### Metal 1, run 1

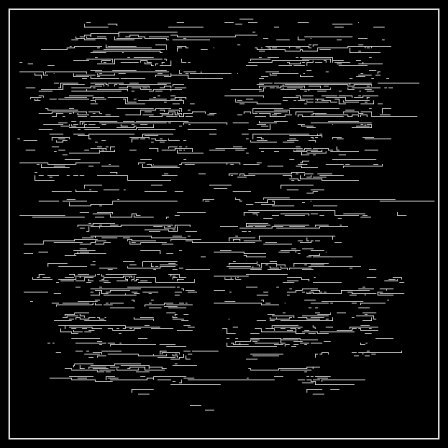
### Signal wires on met2, run 1

Scale bar: 20 µm.
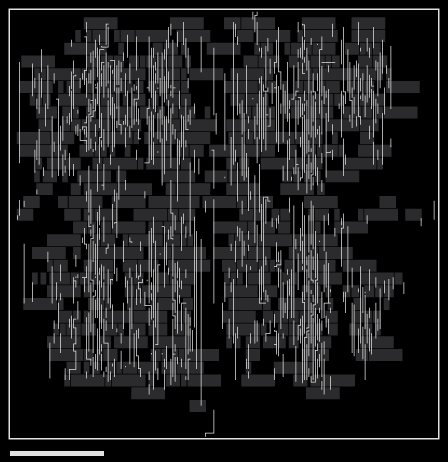
### The metal 3 layer, run 1

Scale bar: 20 µm.
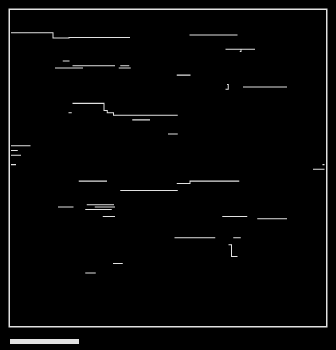
==> config.mk <==
export PLATFORM = sky130hd
export DESIGN_NAME = input_conditioner_flat
export DESIGN_NICKNAME = d
export VERILOG_FILES = /design/src/rtl/input_conditioner_if.sv /design/src/rtl/input_conditioner.sv /design/src/flat_wrapper.sv
export SDC_FILE = /design/constraint.sdc
export NUM_CORES = 1
export LEC_CHECK = 0
export CORE_UTILIZATION = 50
export DETAILED_ROUTE_END_ITERATION = 8
export GPL_TIMING_DRIVEN = 0
export PLACE_DENSITY = 0.77
export SYNTH_ARGS = -nofsm -noshare
export SYNTH_HDL_FRONTEND = slang
export SYNTH_SLANG_ARGS = --single-unit
==> constraint.sdc <==
create_clock -name clk -period 5.1 [get_ports clk]
set_input_delay 1.53 -clock clk [delete_from_list [all_inputs] [get_ports clk]]
set_output_delay 1.53 -clock clk [all_outputs]
set_load 0.005 [all_outputs]
==> results.py, run 1 <==
# Flow results
metrics = {
    "synthesis": {
        "synth.top_cells.by_area": "dfxtp_1 46%, xnor2_1 9.0%, nor2_1 7.1%",
        "yosys.area_share.simple_pct": 31.4,
        "async_sr_flop_fraction_pct": 0,
        "synth_stat.cells": 447,
        "synth_seq_share_pct": 46.3,
        "yosys_register_bits": 92,
        "most_common_cell": "dfxtp_1",
        "synth.top_cell.area_share_pct": 46.3,
        "adder_share_pct": 1.26,
        "synthesis.instances": 447,
        "post_synth_ao_oa_area_fraction_pct": 3.14,
    },
    "cells_and_area": {
        "final_nets": 477,
        "multiInputGateArea_um2": 2040,
        "comb_share_pct": 46.0,
        "finish.instance_area_um2": 4430,
        "area_share_of_buffers_outside_the_clock_network_pct": 3.19,
        "lay_top_count": "dfxtp_1",
        "mostFrequentLayoutCells": "92 x dfxtp_1, 75 x nor2_1, 41 x xnor2_1",
    },
    "place": {
        "portBuffers": 9,
        "placedCellCount": 558,
        "postPlaceCellArea_um2": 4200,
    },
    "power": {
        "power.share.sequential_pct": 55.8,
        "p_int_w": 0.00105,
        "power.clock.fraction_pct": 42.8,
        "top_power_group": "sequential cells",
        "portion_of_total_power_attributed_to_combinational_logic_pct": 1.4,
        "clock_net_power_w": 0.000555,
        "leakage_nw": 1.28,
    },
    "sta": {
        "timing.final.hold_violations": 0,
        "fmax_mhz": 320,
        "worst_slack_ns": 1.98,
        "worst_slew_margin_rel_pct": 54.4,
        "worst-slew-pin-transition_ns": 0.679,
        "setup-tns-final_ns": 0,
    },
    "worst_hold_path": {
        "hold-path-cell-count": 1,
    },
    "worst_setup_path": {
        "critical_path_s_top_delay_family": "buffers and inverters",
        "critPathCaptureType": "flop",
        "reg2regPathDepth": 6,
        "cp_num_cells": 6,
        "worst_setup_path_start_kind": "primary input",
        "reg2reg_slack_ns": 2.88,
    },
    "clocking": {
        "post_cts_hold_buffer_count": 0,
        "clock_insertion_delay_worst_skew_ns": 0.35,
    },
    "die": {
        "taps": 102,
        "ios": 10,
    },
    "outcome": {
        "run_status": "completed",
    },
    "global_route": {
        "number_of_antenna_violations_at_the_first_check_in_global_routing": 0,
        "grt_max_degree": 15,
    },
    "route": {
        "routed_wire_length_per_instance_um": 12.5,
        "detailroute.wirelength.met2_um": 3420,
    },
}
Back to the opening pictures, 'Metal 1':
share of all routed wire: 47%
wire length on this layer: 3380 µm
aggregate routed wire length: 7180 µm
grt met1 use: 23.0%
routed vias: 3133

Back to the opening pictures, 'Signal wires on met2':
share of all routed wire: 48%
nets with wire on the layer: 390
main direction: vertical
M2 GR Usage: 31.7%

Back to the opening pictures, 'The metal 3 layer':
wire length on this layer: 269 µm
nets with wire on the layer: 26
longest straight run: 18.4 µm
share of all routed wire: 3.8%
main direction: horizontal
met3 track demand over resource: 4.61%

==> inputs of run 2 (changes only) <==
==> constraint.sdc (replaced) <==
create_clock -name clk -period 2.9 [get_ports clk]
set_input_delay 0.87 -clock clk [delete_from_list [all_inputs] [get_ports clk]]
set_output_delay 0.87 -clock clk [all_outputs]
set_load 0.005 [all_outputs]
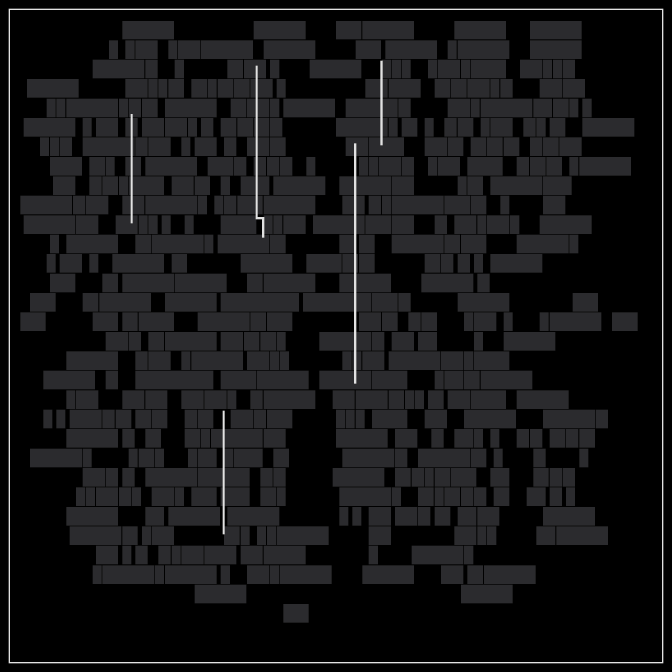
*Signal wires on met4, run 2*
main direction: vertical
share of all routed wire: 1.4%
longest straight run: 33.3 µm

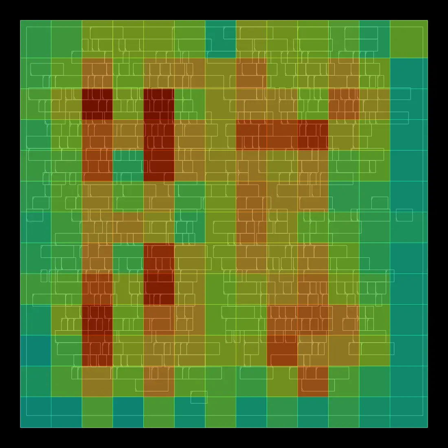
*Routing congestion, run 2*
Top Usage Layer GRT: met2
detail-routed net length per standard cell: 12.5 µm
GR Util All Layers: 18.9%
final standard cell utilization of the core: 57.4%

==> run 2 against run 1 <==
Critical path depth unchanged. Critical endpoint unchanged. Final cell count unchanged. Routed wire length unchanged. Flip-flop count unchanged. Via count unchanged. Non-clock buffer count unchanged. Synthesized cell count unchanged. Sequential share of layout area unchanged.
==> results.py, run 2 <==
# Flow results
metrics = {
    "power": {
        "top_power_group": "sequential cells",
        "p_int_w": 0.00184,
        "portion_of_total_power_attributed_to_combinational_logic_pct": 1.4,
        "power.clock.fraction_pct": 42.8,
        "power.share.sequential_pct": 55.8,
        "clock_net_power_w": 0.000975,
        "leakage_nw": 1.28,
        "power.share.switching_pct": 19.4,
    },
    "synthesis": {
        "yosys_register_bits": 92,
        "yosys.area_share.simple_pct": 31.4,
        "most_common_cell": "dfxtp_1",
        "synth.top_cells.by_area": "dfxtp_1 46%, xnor2_1 9.0%, nor2_1 7.1%",
        "synth_seq_share_pct": 46.3,
        "async_sr_flop_fraction_pct": 0,
        "synth_stat.cells": 447,
        "post_synth_ao_oa_area_fraction_pct": 3.14,
        "adder_share_pct": 1.26,
        "ys.flop_type": "dfxtp_1",
        "synthesis.instances": 447,
        "synth.top_cell.area_share_pct": 46.3,
    },
    "worst_setup_path": {
        "worst_setup_path_start_kind": "primary input",
        "reg2regPathDepth": 6,
        "critical_path_s_top_delay_family": "buffers and inverters",
        "reg2reg_slack_ns": 0.68,
        "critPathCaptureType": "flop",
        "worst-endpoint-required_ns": 3.13,
        "cp_num_cells": 6,
    },
    "cells_and_area": {
        "lay_top_count": "dfxtp_1",
        "area_share_of_buffers_outside_the_clock_network_pct": 3.19,
        "area.share.sequential_pct": 41.6,
        "mostFrequentLayoutCells": "92 x dfxtp_1, 75 x nor2_1, 41 x xnor2_1",
        "layoutNonFillerInstCount": 573,
        "comb_share_pct": 46.0,
        "final_nets": 477,
        "finish.instance_area_um2": 4430,
        "multiInputGateArea_um2": 2040,
    },
    "global_route": {
        "gr-usage-met2_pct": 31.7,
        "grt_met1_use_pct": 23.0,
        "number_of_antenna_violations_at_the_first_check_in_global_routing": 0,
        "grt_max_degree": 15,
    },
    "route": {
        "routed-via-count": 3133,
        "route.final.wire_length_um": 7180,
        "detail_route.iter0.violations": 118,
        "detailroute.wirelength.met2_um": 3420,
        "number_of_design_rule_violations_left_after_detail_routing": 0,
    },
    "sta": {
        "fmax_mhz": 406,
        "worst_slack_ns": 0.440,
        "fin_hold_ws_ns": 0.386,
        "worst_slew_margin_rel_pct": 54.4,
        "timing.final.hold_violations": 0,
        "setup-tns-final_ns": 0,
    },
    "place": {
        "postPlaceCellArea_um2": 4200,
        "placedCellCount": 558,
        "portBuffers": 9,
    },
    "die": {
        "die_h_um": 91.2,
        "taps": 102,
    },
    "outcome": {
        "run_status": "completed",
    },
    "clocking": {
        "clock_root_buffer_master": "clkbuf_8",
        "post_cts_hold_buffer_count": 0,
        "clock_insertion_delay_worst_skew_ns": 0.35,
    },
    "worst_hold_path": {
        "hold-path-cell-count": 1,
    },
    "job": {
        "total_tool_warning_count": 26,
    },
}
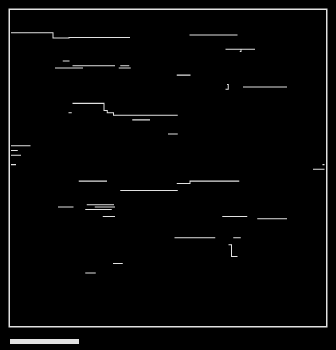
*The metal 3 layer, run 2*
Scale bar: 20 µm.
wire length on this layer: 269 µm
share of all routed wire: 3.8%
longest straight run: 18.4 µm
nets with wire on the layer: 26
main direction: horizontal

No activity file was given, so power comes from the tool's default toggle rates.
